run_1/cell_classes.png
Bar = 50 um. Fill, decap, tap and diode cells in grey.
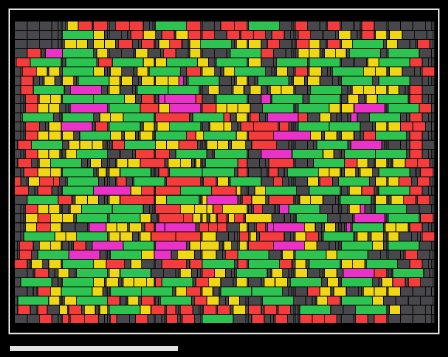
run_1/gate_families.png
Bar = 50 um.
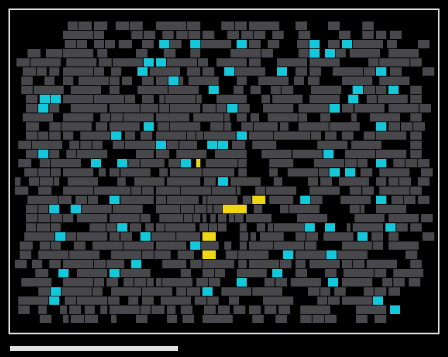
run_1/metal_stack.png
Bar = 50 um.
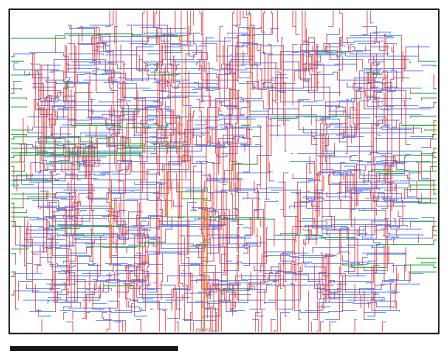
<file path="src/rtl/riscv_pkg.sv">
// Shared defaults for the fetch/decode pipeline: field widths and the
// values presented on the decode side while nothing valid is held.
package riscv_pkg;
  localparam int          DEF_XLEN      = 32;
  localparam int          DEF_ILEN      = 32;
  localparam logic [31:0] DEF_NOP_INSTR = 32'h0000_0013; // ADDI x0,x0,0
  localparam logic [31:0] DEF_PC_RESET  = 32'h0000_0000;
endpackage

</file>
<file path="src/rtl/if_id_pipeline_reg_pipe_entry.sv">
// One storage slot of the IF/ID register: a valid bit plus a data word.
// Priority is kill (valid off, data to reset value) > load > clear (valid off only).
module pipe_entry #(
  parameter int           W       = 64,
  parameter logic [W-1:0] RST_VAL = '0
) (
  input  logic         clk,
  input  logic         rst_n,
  input  logic         i_kill,
  input  logic         i_load,
  input  logic         i_clr,
  input  logic [W-1:0] i_d,
  output logic         o_v,
  output logic [W-1:0] o_q
);

  logic         r_v;
  logic [W-1:0] r_q;

  always_ff @(posedge clk or negedge rst_n) begin
    if (!rst_n) begin
      r_v <= 1'b0;
      r_q <= RST_VAL;
    end else if (i_kill) begin
      r_v <= 1'b0;
      r_q <= RST_VAL;
    end else if (i_load) begin
      r_v <= 1'b1;
      r_q <= i_d;
    end else if (i_clr) begin
      r_v <= 1'b0;
    end
  end

  assign o_v = r_v;
  assign o_q = r_q;

endmodule

</file>
<file path="src/rtl/if_id_pipeline_reg.sv">
// IF/ID stage register with valid/ready handshake and a one-word skid slot,
// so a decode stall never drops a fetched word; flush kills both slots.
module if_id_pipeline_reg
  import riscv_pkg::*;
#(
  parameter int              XLEN      = DEF_XLEN,
  parameter int              ILEN      = DEF_ILEN,
  parameter logic [ILEN-1:0] NOP_INSTR = DEF_NOP_INSTR,
  parameter logic [XLEN-1:0] PC_RESET  = DEF_PC_RESET
) (
  input  logic            clk,
  input  logic            rst_n,
  input  logic            flush,
  input  logic            in_valid,
  output logic            in_ready,
  input  logic [ILEN-1:0] instruction_fetch,
  input  logic [XLEN-1:0] pc_pre_address,
  output logic            out_valid,
  input  logic            out_ready,
  output logic [ILEN-1:0] instruction,
  output logic [XLEN-1:0] pre_address
);

  localparam int W = XLEN + ILEN;
  localparam logic [W-1:0] ENTRY_RST = {PC_RESET, NOP_INSTR};

  logic         r_in_ready;
  logic         w_acc;
  logic         w_drain;
  logic         w_m_v;
  logic         w_s_v;
  logic [W-1:0] w_m_q;
  logic [W-1:0] w_s_q;
  logic [W-1:0] w_in;
  logic [W-1:0] w_m_d;
  logic         w_m_load;
  logic         w_m_clr;
  logic         w_m_sel_s;
  logic         w_s_load;
  logic         w_s_clr;
  logic         w_s_v_nxt;

  assign w_in    = {pc_pre_address, instruction_fetch};
  assign w_acc   = in_valid & r_in_ready;
  assign w_drain = w_m_v & out_ready;
  assign w_m_d   = w_m_sel_s ? w_s_q : w_in;

  always_comb begin
    w_m_load  = 1'b0;
    w_m_clr   = 1'b0;
    w_m_sel_s = 1'b0;
    w_s_load  = 1'b0;
    w_s_clr   = 1'b0;
    w_s_v_nxt = w_s_v;
    if (flush) begin
      w_s_v_nxt = 1'b0;
    end else if (!w_m_v || w_drain) begin
      if (w_s_v) begin
        // skid word moves up first so accept order is preserved
        w_m_load  = 1'b1;
        w_m_sel_s = 1'b1;
        w_s_load  = w_acc;
        w_s_clr   = ~w_acc;
        w_s_v_nxt = w_acc;
      end else if (w_acc) begin
        w_m_load = 1'b1;
      end else begin
        w_m_clr = 1'b1;
      end
    end else if (w_acc) begin
      w_s_load  = 1'b1;
      w_s_v_nxt = 1'b1;
    end
  end

  pipe_entry #(.W(W), .RST_VAL(ENTRY_RST)) u_main (
    .clk    (clk),
    .rst_n  (rst_n),
    .i_kill (flush),
    .i_load (w_m_load),
    .i_clr  (w_m_clr),
    .i_d    (w_m_d),
    .o_v    (w_m_v),
    .o_q    (w_m_q)
  );

  pipe_entry #(.W(W), .RST_VAL(ENTRY_RST)) u_skid (
    .clk    (clk),
    .rst_n  (rst_n),
    .i_kill (flush),
    .i_load (w_s_load),
    .i_clr  (w_s_clr),
    .i_d    (w_in),
    .o_v    (w_s_v),
    .o_q    (w_s_q)
  );

  // Held low through reset so fetch sees ready only from the first edge after release.
  always_ff @(posedge clk or negedge rst_n) begin
    if (!rst_n) r_in_ready <= 1'b0;
    else        r_in_ready <= ~w_s_v_nxt;
  end

  assign in_ready    = r_in_ready;
  assign out_valid   = w_m_v;
  assign instruction = w_m_v ? w_m_q[ILEN-1:0] : NOP_INSTR;
  assign pre_address = w_m_q[W-1:ILEN];

endmodule

</file>
<file path="config.mk">
export PLATFORM = sky130hd
export DESIGN_NAME = if_id_pipeline_reg
export DESIGN_NICKNAME = d
export VERILOG_FILES = /design/src/rtl/riscv_pkg.sv /design/src/rtl/if_id_pipeline_reg_pipe_entry.sv /design/src/rtl/if_id_pipeline_reg.sv
export SDC_FILE = /design/constraint.sdc
export NUM_CORES = 1
export LEC_CHECK = 0
export CAP_MARGIN = 15
export CORE_ASPECT_RATIO = 0.75
export CORE_MARGIN = 1
export CORE_UTILIZATION = 50
export DETAILED_ROUTE_END_ITERATION = 10
export PLACE_DENSITY_LB_ADDON = 0.05
export SYNTH_ARGS = -nofsm -noshare
export SYNTH_HDL_FRONTEND = slang
export SYNTH_SLANG_ARGS = --single-unit
</file>
<file path="constraint.sdc">
create_clock -name clk -period 1.7 [get_ports clk]
set_input_delay 0.34 -clock clk [delete_from_list [all_inputs] [get_ports clk]]
set_output_delay 0.34 -clock clk [all_outputs]
set_load 0.005 [all_outputs]
</file>
==> results.txt, run 1 <==
Numbers from the implementation run.

The flow ran to the end, but the final reports show violations. The final reports fail on negative setup slack. The non-clock buffer share of cell area is 0.2422. Traced cell by cell, the critical path runs through buf_12 -> buf_16 -> buf_8 -> and2_4 -> buf_6. Setup slack on the critical path of the routed design comes to -0.1836 ns.

After routing the design area is between 8000 and 9000 um^2. The die is around 130 um wide. Switching power as a fraction of the total was reported as 0.2291. The clock tree from TritonCTS is built. The number of buffers and inverters on the critical path is 4. The final-layout clock buffer total is 23. Routability-driven placement finished with a final weighted congestion of 0.7737. In the final routed layout, each cell accounts on average for 20.09 um. The transition time at the pin with the least slew margin is 0.4000 ns. The worst-case clock buffer depth is 2. The cell count of the worst reg-to-reg path is 5.

The multi-input combinational cell area is roughly 2200 um^2. The max-slew check reports its worst relative slack as 0.7333. In this run the power spent charging and discharging nets is around 0.0019 W.

Of the total power, combinational logic draws 0.131. The highest routed metal layer is met4. Along the worst path, the maximum fanout reaches 5. The layout overhead on the synthesized area is 41.63%.

The number of multi-input combinational cells in the layout is between 200 and 250. In this run the count of I/O pins placed on the die edge is 135. Of the synthesized area, sequential elements account for 0.5603. The hold violation count in the final report is 0. The chip area is roughly 12000 um^2. The share of synthesized area in the top cell type comes to 0.5334. The number of failing setup endpoints in the final timing report is 34. In the global route stage, overall resource usage came out at 0.2628. Of the total power, registers draw 0.414. Summing all placed instances gives a cell area of about 7300 um^2. The power density over the cells is around 990 nW/um^2.

The critical path launch point type is a register. The global routing report lists met1 layer usage as 0.3570. Clock tree synthesis selected as its root buffer the cell clkbuf_16. The sequential cell area in the final layout is 3287 um^2. In the final routing, the length of wire on met1 measures between 6 and 7 mm.

In this run the vertical extent of the chip is 95.79 um. Summed over all layers, the global routing overflow is 0. By instance count, the leading cell after synthesis is dfrtp_1.

The maximum ir drop on the vdd rail is ~630 uV. The max capacitance violation total is 0. The biggest slice of the area belongs to flip-flops and latches. The worst-case setup slack after placement is -0.4191 ns.
About cell_classes.png:
- yellow: all other logic (cells 244)
- red: other buffers and delay cells (cells 185)
- magenta: clock drivers and dummy loads (cells 32)
- green: flops (cells 131)

About gate_families.png:
- yellow: NOR gates (cells 5; most used nor2_4)
- cyan: AND-OR and OR-AND gates (cells 65; most used a22o_1; where spread over the die)

About metal_stack.png:
- red: met2 (wire length 7180 um)
- green: met3 (wire length 839 um)
- orange: met4 (wire length 210 um)
- blue: met1 (wire length 6820 um)

[run 1: worst min-delay path by stage]
stage,to,slack [ns]
detailed placement,u_skid.o_q[6]$_DFFE_PN0P_,0.29
finish,u_skid.o_q[6]$_DFFE_PN0P_,0.40
floorplan,in_ready$_DFF_PN0_,0.04
global placement,u_skid.o_q[6]$_DFFE_PN0P_,0.29
CTS,u_main.o_q[9]$_DFFE_PN0P_,0.40
global route,u_main.o_q[9]$_DFFE_PN0P_,0.44
[run 1: worst register-to-register path, delay by kind of cell, from the launching register on]
kind / cells / cell delay [ns]
AND-OR/OR-AND: 1 / 0.16
AND/OR/NAND/NOR: 2 / 0.53
flip-flops: 1 / 0.49
multiplexers: 1 / 0.31
buffers and inverters: 1 / 0.16
[run 1: what timing repair did]
item / in CTS / in global routing
endpoints found under the setup margin: 35 / 111
hold endpoints to repair: 24 / 0
pin swaps: 2 / 1
gates resized: 188 / 13
gates cloned: 4 / 0
setup buffers: 12 / 3
hold buffers: 1 / 0
[run 1: power groups by stage]
stage | sequential [W] | combinational (W) | clock (W)
2_1_floorplan | 0.00341 | 0.000454 | 0
3_3_place_gp | 0.00343 | 0.000929 | 0
4_1_cts | 0.00339 | 0.00107 | 0.00379
6_report | 0.00340 | 0.00108 | 0.00373
5_1_grt | 0.00342 | 0.00116 | 0.00393
3_5_place_dp | 0.00344 | 0.000948 | 0
[run 1: cells by family after synthesis]
logic type,count (synthesis),synth area share
AOI/OAI and AO/OA,133,0.1978
buffers and inverters,69,0.08257
DFF,131,0.5603
muxes,65,0.1116
and+or+nand+nor,44,0.04779
[run 1: registers in the layout, summed over array words and instances (netlist names)]
signal and cells:
u_main.o_v 1, u_skid.o_v 1, u_main.o_q 64, u_skid.o_q 64, in_ready 1
## Run 2: what changed since run 1
Settings changed: CAP_MARGIN 15 to not set.
==> results.txt, run 2 <==
Numbers from the implementation run.

The run finished, with violations left. The checks that failed: negative setup slack. The die height is 95.79 um (unchanged). In the power breakdown, the biggest contributor is clock. The clock root buffer master is clkbuf_16. The setup slack after layout is -0.1836 ns (unchanged). The critical path goes through buf_12 -> buf_16 -> buf_8 -> and2_4 -> buf_6.

The highest cell delay on the worst timing path is slightly below 0.5 ns. The total net switching power is 0.001880 W (unchanged). The aggregate global-route resource usage is 0.2628 (unchanged). The sequential cell area in the final layout is 3287 um^2 (unchanged). The clock group power is 0.00373 W (about the same). Of all cell types, the one taking the most synthesized area is dfrtp_1. The filler cells instantiated in the layout total 729. The number of failing setup endpoints in the final timing report was 34 (unchanged). The share of synthesized area occupied by flip-flops and latches is 0.5603 (unchanged).

The total congestion overflow after global routing was 0 (unchanged). The antenna cell count is 0. Ranked by instance count, the synthesized netlist is headed by dfrtp_1 (125), mux2i_1 (62), a22o_1 (61), o2bb2ai_1 (61), buf_4 (37). The count of boundary I/O pins is 135 (unchanged).

The critical path launch point type is a register. The overall die width is 127.1 um (unchanged). The highest metal layer carrying signal wires in the routed design is met4.

The layout overhead on the synthesized area is 41.63% (unchanged). The met1 layer usage reported by global route was 0.3570 (unchanged). The post-synthesis cell type with the largest instance count is dfrtp_1. The headroom to the max-slew limit was 0.7333 (unchanged). The number of sinks handled by clock tree synthesis is about 130.

The number of gates given a new drive strength after cts came to 188 (unchanged). The met1 layer wirelength in the final routing is 6.823 mm (unchanged). The sequential cell power is 0.00340 W (about the same).

The portion of synthesized cell area occupied by the leading cell type is 0.5334 (unchanged). The kind of critical path is reg2out. The chip area is 12170 um^2 (unchanged).

The maximum ir drop on the vdd rail came to 625.4 uV (unchanged). The critical-path maximum fanout was 5 (unchanged). The placer's final routability congestion estimate is 0.7737 (unchanged).

The quantity of hold-fixing buffers added after cts is 1 (unchanged). The cell type of the slowest stage on the worst timing path is dfrtp_2. The power density over the cells is 987.7 nW/um^2 (unchanged).

The hold violation count in the final report is 0 (unchanged). The worst-case clock buffer depth is 2 (unchanged). The max capacitance violation total is 0 (unchanged).

The clock reaches the later pin of the worst-skew pair after about 0.4 ns. The logic gate share of total power is 0.131 (about the same). The sequential share of power came to 0.414 (about the same). The multi-input combinational cell area is 2197 um^2 (unchanged).

The net switching share of the total power came to 0.2291 (unchanged). TritonCTS built the clock tree. In this run the core area contains 33 standard-cell rows. The transition time at the pin with the least slew margin is 0.4000 ns (unchanged). The number of instances in the placed design is approximately 700.

The worst-case setup slack after placement is -0.4191 ns (unchanged). The buffer count from post-CTS setup fixing came to 12 (unchanged). The total combinational power came to 0.00108 W (about the same).
run 2: worst max-delay path, delay by kind of cell, from the launching register on:
kind                   cells  cell delay, ns
buffers and inverters      4            0.52
flip-flops                 1            0.49
AND/OR/NAND/NOR            1            0.13
run 2: cell type report:
cell class / count / share of cell area
Tap cell: 157 / 0.02365
Inverter: 2 / 0.0009039
Multi-Input combinational cell: 242 / 0.2645
Clock buffer: 23 / 0.05755
Timing Repair Buffer: 185 / 0.2422
Sequential cell: 131 / 0.3958
Clock inverter: 9 / 0.01537
run 2: per-stage QoR:
| stage | instance area [um^2] | hold WS (ns) | utilization |
|---|---|---|---|
| 4_1_cts | 8267 | 0.3958 | 0.7388 |
| 2_1_floorplan | 5864 | 0.04441 | - |
| 3_5_place_dp | 7341 | 0.2926 | 0.6560 |
| 6_report | 8305 | 0.4042 | 0.7423 |
| 5_1_grt | 8305 | 0.4390 | 0.7423 |
| 3_3_place_gp | 7341 | 0.2886 | 0.6560 |
run 2: worst paths after layout:
kind                                             from                          to  slack (ns)  cells after the start
max in group asynchronous                       rst_n  u_skid.o_q[48]$_DFFE_PN0P_        0.67                      3
setup reg to reg               u_main.o_v$_DFFE_PN0P_   u_main.o_q[4]$_DFFE_PN1P_       -0.02                      5
setup / recovery               u_main.o_v$_DFFE_PN0P_             instruction[20]       -0.18                      5
min in group clk           u_main.o_q[50]$_DFFE_PN0P_  u_main.o_q[50]$_DFFE_PN0P_        0.49                      1
hold reg to reg            u_main.o_q[50]$_DFFE_PN0P_  u_main.o_q[50]$_DFFE_PN0P_        0.49                      1
hold / removal                                  rst_n   u_skid.o_q[6]$_DFFE_PN0P_        0.40                      2
run 2: cells by family after synthesis:
family,Yosys count,synth area share
compound gates,133,0.1978
flops,131,0.5603
buf+inv,69,0.08257
mux,65,0.1116
simple gates,44,0.04779
run_2/cell_classes.png
Bar = 50 um. Fill, decap, tap and diode cells in grey.
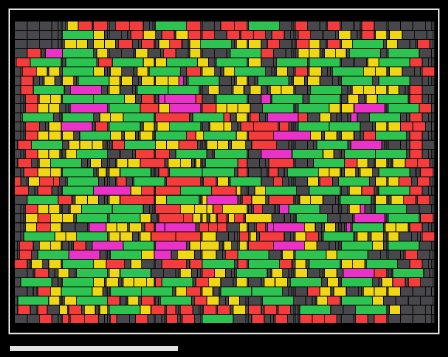
- red: other buffers and delay cells (cells 185)
- green: flops (cells 131)
- yellow: all other logic (cells 244)
- magenta: clock drivers and dummy loads (cells 32)

run_2/gate_families.png
Bar = 50 um.
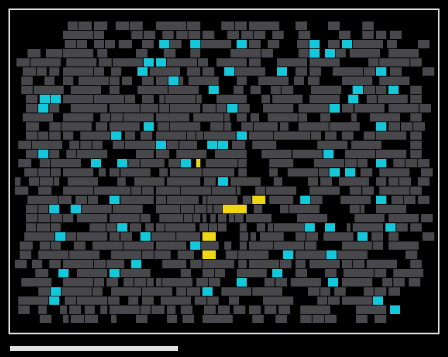
- cyan: AND-OR and OR-AND gates (cells 65; most used a22o_1; where spread over the die)
- yellow: NOR gates (cells 5; most used nor2_4)

run_2/metal_stack.png
Bar = 50 um.
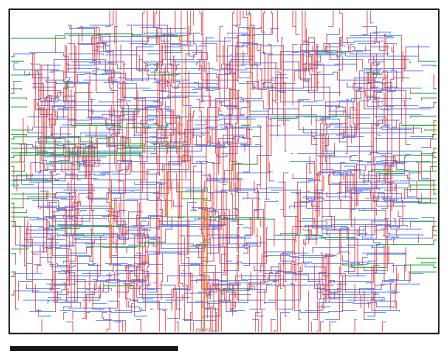
- red: met2 (wire length 7180 um)
- green: met3 (wire length 839 um)
- blue: met1 (wire length 6820 um)
- orange: met4 (wire length 210 um)
total wirelength of the detailed-routed design: 15.05 mm
post-detailed-route wirelength per cell: 20.09 um
vias after detailed routing: 4271

Power and IR drop assume default switching activity.
